<file path="config.mk">
export PLATFORM = sky130hd
export DESIGN_NAME = multi_debouncer
export DESIGN_NICKNAME = d
export VERILOG_FILES = /design/src/rtl/multi_debouncer_pkg.sv /design/src/rtl/multi_debouncer_channel.sv /design/src/rtl/multi_debouncer.sv
export SDC_FILE = /design/constraint.sdc
export NUM_CORES = 1
export LEC_CHECK = 0
export CORE_UTILIZATION = 35
export CTS_BUF_LIST = sky130_fd_sc_hd__clkbuf_4
export CTS_CLUSTER_DIAMETER = 120
export DETAILED_ROUTE_END_ITERATION = 16
export GPL_ROUTABILITY_DRIVEN = 0
export PLACE_DENSITY = 0.59
export SLEW_MARGIN = 20
export SYNTH_ARGS = -nofsm -noshare
export SYNTH_HDL_FRONTEND = slang
export SYNTH_SLANG_ARGS = --single-unit
</file>
<file path="constraint.sdc">
create_clock -name clk -period 3 [get_ports clk]
set_input_delay 0.75 -clock clk [delete_from_list [all_inputs] [get_ports clk]]
set_output_delay 0.75 -clock clk [all_outputs]
set_load 0.1 [all_outputs]
</file>
<file path="src/rtl/multi_debouncer_pkg.sv">
// Shared constants, channel state encoding and width helpers for multi_debouncer.
// Default cycle counts assume the 100 MHz board clock.
package multi_debouncer_pkg;

  localparam int unsigned CLK_HZ              = 100_000_000;
  localparam int unsigned DEF_DEBOUNCE_CYCLES = 50_000;      // 0.5 ms
  localparam int unsigned DEF_HOLD_CYCLES     = 25_000_000;  // 250 ms
  localparam int unsigned DEF_REPEAT_CYCLES   = 5_000_000;   // 50 ms

  typedef enum logic [1:0] {
    IDLE,
    HELD,
    REPEAT
  } chan_state_t;

  function automatic int unsigned max_u(input int unsigned a, input int unsigned b);
    return (a > b) ? a : b;
  endfunction

  // Width able to hold 0..terminal; never narrower than one bit.
  function automatic int unsigned cnt_width(input int unsigned terminal);
    return (terminal < 1) ? 1 : $clog2(terminal + 1);
  endfunction

endpackage

</file>
<file path="src/rtl/multi_debouncer_channel.sv">
// One switch channel: 2-FF synchroniser, stability counter, registered edge
// pulses and an optional hold-to-repeat generator.
module debounce_channel
  import multi_debouncer_pkg::*;
#(
  parameter int unsigned DEBOUNCE_CYCLES = DEF_DEBOUNCE_CYCLES,
  parameter int unsigned HOLD_CYCLES     = DEF_HOLD_CYCLES,
  parameter int unsigned REPEAT_CYCLES   = DEF_REPEAT_CYCLES,
  parameter bit          REPEAT_EN       = 1'b0
) (
  input  logic clk,
  input  logic reset,
  input  logic noisy,
  output logic clean,
  output logic rise_pulse,
  output logic fall_pulse,
  output logic repeat_pulse
);

  localparam int unsigned CNT_W = cnt_width(DEBOUNCE_CYCLES);

  logic             s1;
  logic             s2;
  logic [CNT_W-1:0] cnt;
  logic             accept;

  assign accept = (s2 != clean) && (cnt == CNT_W'(DEBOUNCE_CYCLES - 1));

  always_ff @(posedge clk) begin
    if (reset) begin
      s1         <= 1'b0;
      s2         <= 1'b0;
      cnt        <= '0;
      clean      <= 1'b0;
      rise_pulse <= 1'b0;
      fall_pulse <= 1'b0;
    end else begin
      s1         <= noisy;
      s2         <= s1;
      rise_pulse <= accept & s2;
      fall_pulse <= accept & ~s2;
      if (s2 == clean) begin
        cnt <= '0;
      end else if (accept) begin
        clean <= s2;
        cnt   <= '0;
      end else begin
        cnt <= cnt + CNT_W'(1);
      end
    end
  end

  if (REPEAT_EN) begin : g_repeat
    localparam int unsigned HCNT_W = cnt_width(max_u(HOLD_CYCLES, REPEAT_CYCLES));

    chan_state_t       state;
    logic [HCNT_W-1:0] hcnt;
    logic              rep;

    always_ff @(posedge clk) begin
      if (reset) begin
        state <= IDLE;
        hcnt  <= '0;
        rep   <= 1'b0;
      end else begin
        rep <= 1'b0;
        // An accepted release is checked first so it suppresses a coincident repeat.
        if (accept && !s2) begin
          state <= IDLE;
          hcnt  <= '0;
        end else begin
          unique case (state)
            IDLE: begin
              if (accept && s2) begin
                state <= HELD;
                hcnt  <= '0;
              end
            end
            HELD: begin
              if (hcnt == HCNT_W'(HOLD_CYCLES - 1)) begin
                rep   <= 1'b1;
                hcnt  <= '0;
                state <= REPEAT;
              end else begin
                hcnt <= hcnt + HCNT_W'(1);
              end
            end
            REPEAT: begin
              if (hcnt == HCNT_W'(REPEAT_CYCLES - 1)) begin
                rep  <= 1'b1;
                hcnt <= '0;
              end else begin
                hcnt <= hcnt + HCNT_W'(1);
              end
            end
            default: begin
              state <= IDLE;
              hcnt  <= '0;
            end
          endcase
        end
      end
    end

    assign repeat_pulse = rep;
  end else begin : g_no_repeat
    assign repeat_pulse = 1'b0;
  end

endmodule

</file>
<file path="src/rtl/multi_debouncer.sv">
// N independent debounced switch channels with edge and auto-repeat event pulses
// for the game FSM.
module multi_debouncer
  import multi_debouncer_pkg::*;
#(
  parameter int unsigned N               = 5,
  parameter int unsigned DEBOUNCE_CYCLES = DEF_DEBOUNCE_CYCLES,
  parameter int unsigned HOLD_CYCLES     = DEF_HOLD_CYCLES,
  parameter int unsigned REPEAT_CYCLES   = DEF_REPEAT_CYCLES,
  parameter bit          REPEAT_EN       = 1'b0
) (
  input  logic         clk,
  input  logic         reset,
  input  logic [N-1:0] noisy_in,
  output logic [N-1:0] clean_out,
  output logic [N-1:0] rise_pulse,
  output logic [N-1:0] fall_pulse,
  output logic [N-1:0] repeat_pulse,
  output logic [N-1:0] press_event
);

  for (genvar i = 0; i < N; i++) begin : g_chan
    debounce_channel #(
      .DEBOUNCE_CYCLES (DEBOUNCE_CYCLES),
      .HOLD_CYCLES     (HOLD_CYCLES),
      .REPEAT_CYCLES   (REPEAT_CYCLES),
      .REPEAT_EN       (REPEAT_EN)
    ) u_chan (
      .clk          (clk),
      .reset        (reset),
      .noisy        (noisy_in[i]),
      .clean        (clean_out[i]),
      .rise_pulse   (rise_pulse[i]),
      .fall_pulse   (fall_pulse[i]),
      .repeat_pulse (repeat_pulse[i])
    );
  end

  assign press_event = rise_pulse | repeat_pulse;

endmodule

</file>
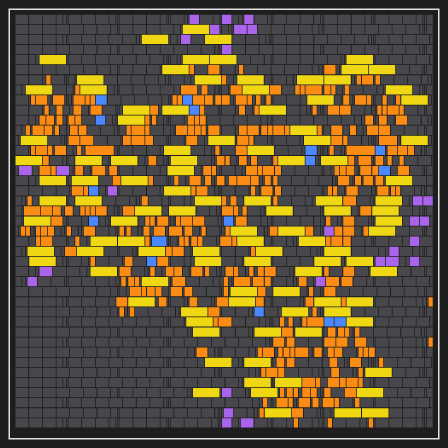
Fig. 1. Cell classes on the final placement.
Fill, decap, tap and diode cells in grey.
colour	class	cells	share of their area
yellow	registers	105	45%
purple	remaining buffers and delay cells	28	4.9%
orange	remaining logic cells	356	47%
blue	clock drivers and dummy loads	16	2.8%
Rows: 41
flop share of the area: 43.4%
post-route cell area: 4840 um2
Core Util, Final: 38.5%
core area: 12600 um2

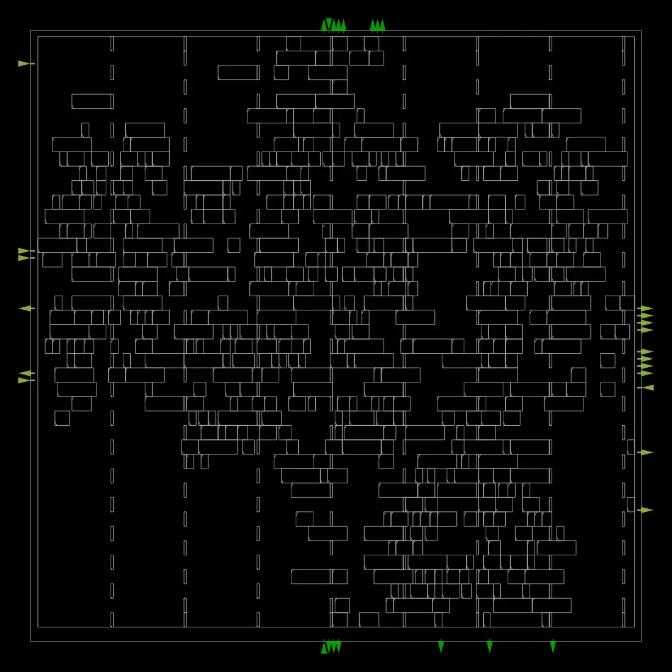
Fig. 2. Placed standard cells.
final cell count without fillers: 677
Tap Cells: 172
Filler Cell Count: 1279

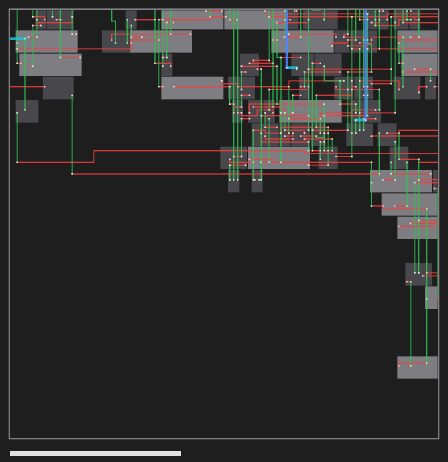
Fig. 3. Layout detail.
Bar = 20 um. Region (4, 4) to (54, 54) um. Cells in grey, sequential cells in the stronger grey; small squares are vias.
colour	layer
green	M2
cyan	M3
red	M1
blue	M4
most frequent	dfxtp_1 (15), nor2_1 (10), xnor2_1 (5)
cells with their middle in the window	55
netlist names of flops here include	`g_chan.u_chan.cnt` (11)
sequential cells in the window	15

==> ci_impl_report.md <==
## Implementation flow summary

| Metric | Value |
|---|---|
| Net switching power | 0.000547 W |
| DRC errors left | 0 |
| Dpl hpwl | 5.68 mm |
| Cells after DPL | 661 |
| Flop-to-flop setup slack | 0.92 ns |
| Area leader, netlist | dfxtp_1 |
| Status | completed |
| Relative max-transition margin | 59.0% |
| Final ANT Viol Nets | 0 |
| Initial antenna violation count | 0 |
| Total gr overflow | 0 |
| Ys cells | 491 |
| Fmax | 0.480 GHz |
| Internal | 0.00161 W |
| Pin count of the biggest net entering global routing | 20 |
| Worst r2r dst | g_chan[2].u_chan.cnt[11]$_SDFF_PP0_ |
| DR iter-0 viols | 169 |
| Vias in the first global route | 3063 |
| Hold Path End | g_chan[1].u_chan.s2$_SDFF_PP0_ |
| Met1 wire length | 3.86 mm |
| Chip width | 115 um |
| TNS Setup | 0 ns |
| Drt via density | 4.73 |
| Post-route setup slack | 0.919 ns |
| FF-to-FF Start | g_chan[2].u_chan.cnt[0]$_SDFF_PP0_ |
| Final Hold Fails | 0 |
| R2R cell count | 5 |
| OpenROAD warning count | 26 |
| Type of origin of the critical path | register |
| Pre-CTS WS | 0.670 ns |
| Clk pin slew, worst setup/hold paths | 0.17 ns |
| Synthesized area | 4500 um2 |
| CTS max path bufs | 2 |
| Fin crit share | 69.4% |
| Yosys chip area | 4500 um2 |
| Predominant post-synthesis flop cell | dfxtp_1 |
| Met3 Use GR | 4.32% |
| WP data required | 3.35 ns |
| Worst-path cell chain | ha_1, nand3_1, nand4b_1, nand2_1, nor2_1 |
| Reg power frac | 65.4% |
| Cell area leaders | dfxtp_1 (47%), xnor2_1 (11%), nor2_1 (8.1%), buf_4 (4.2%), xor2_1 (3.3%) |
| Met3 routed WL | 304 um |
| WHS Path Cells | 1 |
| 1st-pass router iterations | 4 |
| Count leader, synth | dfxtp_1 |
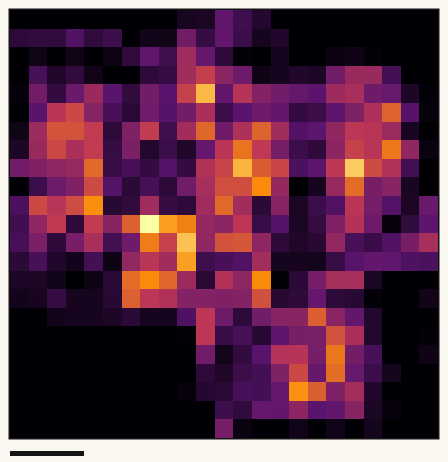
Fig. 4. Wire density map.
Bar = 20 um. 23 x 23 tiles, from black (low) to pale yellow (high), scaled to the fullest tile. Values are wire area over tile area, all layers added.
tiles over half the peak	11%
nearly empty tiles	28%
densest ninth of the die	centre
emptiest ninth of the die	south-west
Vias: 3205
wire per inst: 11.8 um
global-route usage over all layers: 13.3%
Total Wirelength: 7.98 mm

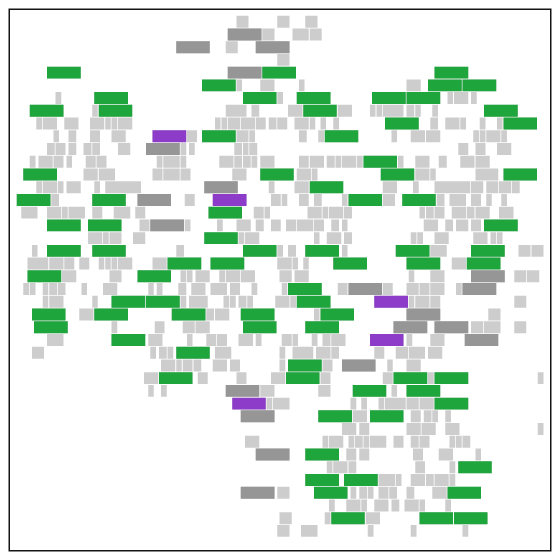
Fig. 5. Register map, names as in the netlist.
Other sequential cells in the stronger grey, the rest of the logic in the fainter grey.
colour	name in the netlist	sequential cells
purple	`g_chan.u_chan.s2`	5
green	`g_chan.u_chan.cnt`	80
not coloured	20
P_seq: 0.00141 W
Flop area: 2100 um2

==> area by class of cell <==
type | instances | area (um2) | share of cell area [%]
clock buffer | 9 | 67.6 | 1.40
multi-input combinational | 342 | 2120 | 43.7
inverter | 14 | 52.6 | 1.09
sequential | 105 | 2100 | 43.4
clock inverter | 7 | 61.3 | 1.27
timing repair buffer | 28 | 225 | 4.65
tap | 172 | 215 | 4.45
==> logic make-up (layout without fill, tap and decap cells) <==
group,count (synthesis),count (layout),share of synthesized area [%]
flops,105,105,46.7
fa+ha+maj,5,5,1.39
mux,4,4,0.890
other cells,1,5,0.0833
simple gates,251,251,29.4
xor+xnor,73,73,14.2
buf+inv,48,58,6.59
compound gates,4,4,0.695
==> worst max-delay path by stage <==
stage                                         from                             endpoint  slack [ns]  cells past startpoint
2_1_floorplan   g_chan[0].u_chan.cnt[4]$_SDFF_PP0_  g_chan[0].u_chan.cnt[10]$_SDFF_PP0_        1.28                      6
3_3_place_gp                                 reset  g_chan[3].u_chan.cnt[10]$_SDFF_PP0_        0.76                      4
3_5_place_dp                                 reset  g_chan[3].u_chan.cnt[15]$_SDFF_PP0_        0.67                      4
4_1_cts        g_chan[2].u_chan.clean$_SDFFE_PP0P_                         clean_out[2]        0.87                      1
5_1_grt         g_chan[0].u_chan.cnt[0]$_SDFF_PP0_  g_chan[0].u_chan.cnt[12]$_SDFF_PP0_        0.71                      5
6_report        g_chan[2].u_chan.cnt[0]$_SDFF_PP0_  g_chan[2].u_chan.cnt[11]$_SDFF_PP0_        0.92                      5
==> sequential cells by signal, indices dropped and copies added (netlist names) <==
register and flops:
g_chan.u_chan.cnt 80, g_chan.u_chan.s1 5, g_chan.u_chan.rise_pulse 5, g_chan.u_chan.s2 5
g_chan.u_chan.fall_pulse 5, g_chan.u_chan.clean 5
No activity file was given, so power comes from the tool's default toggle rates.
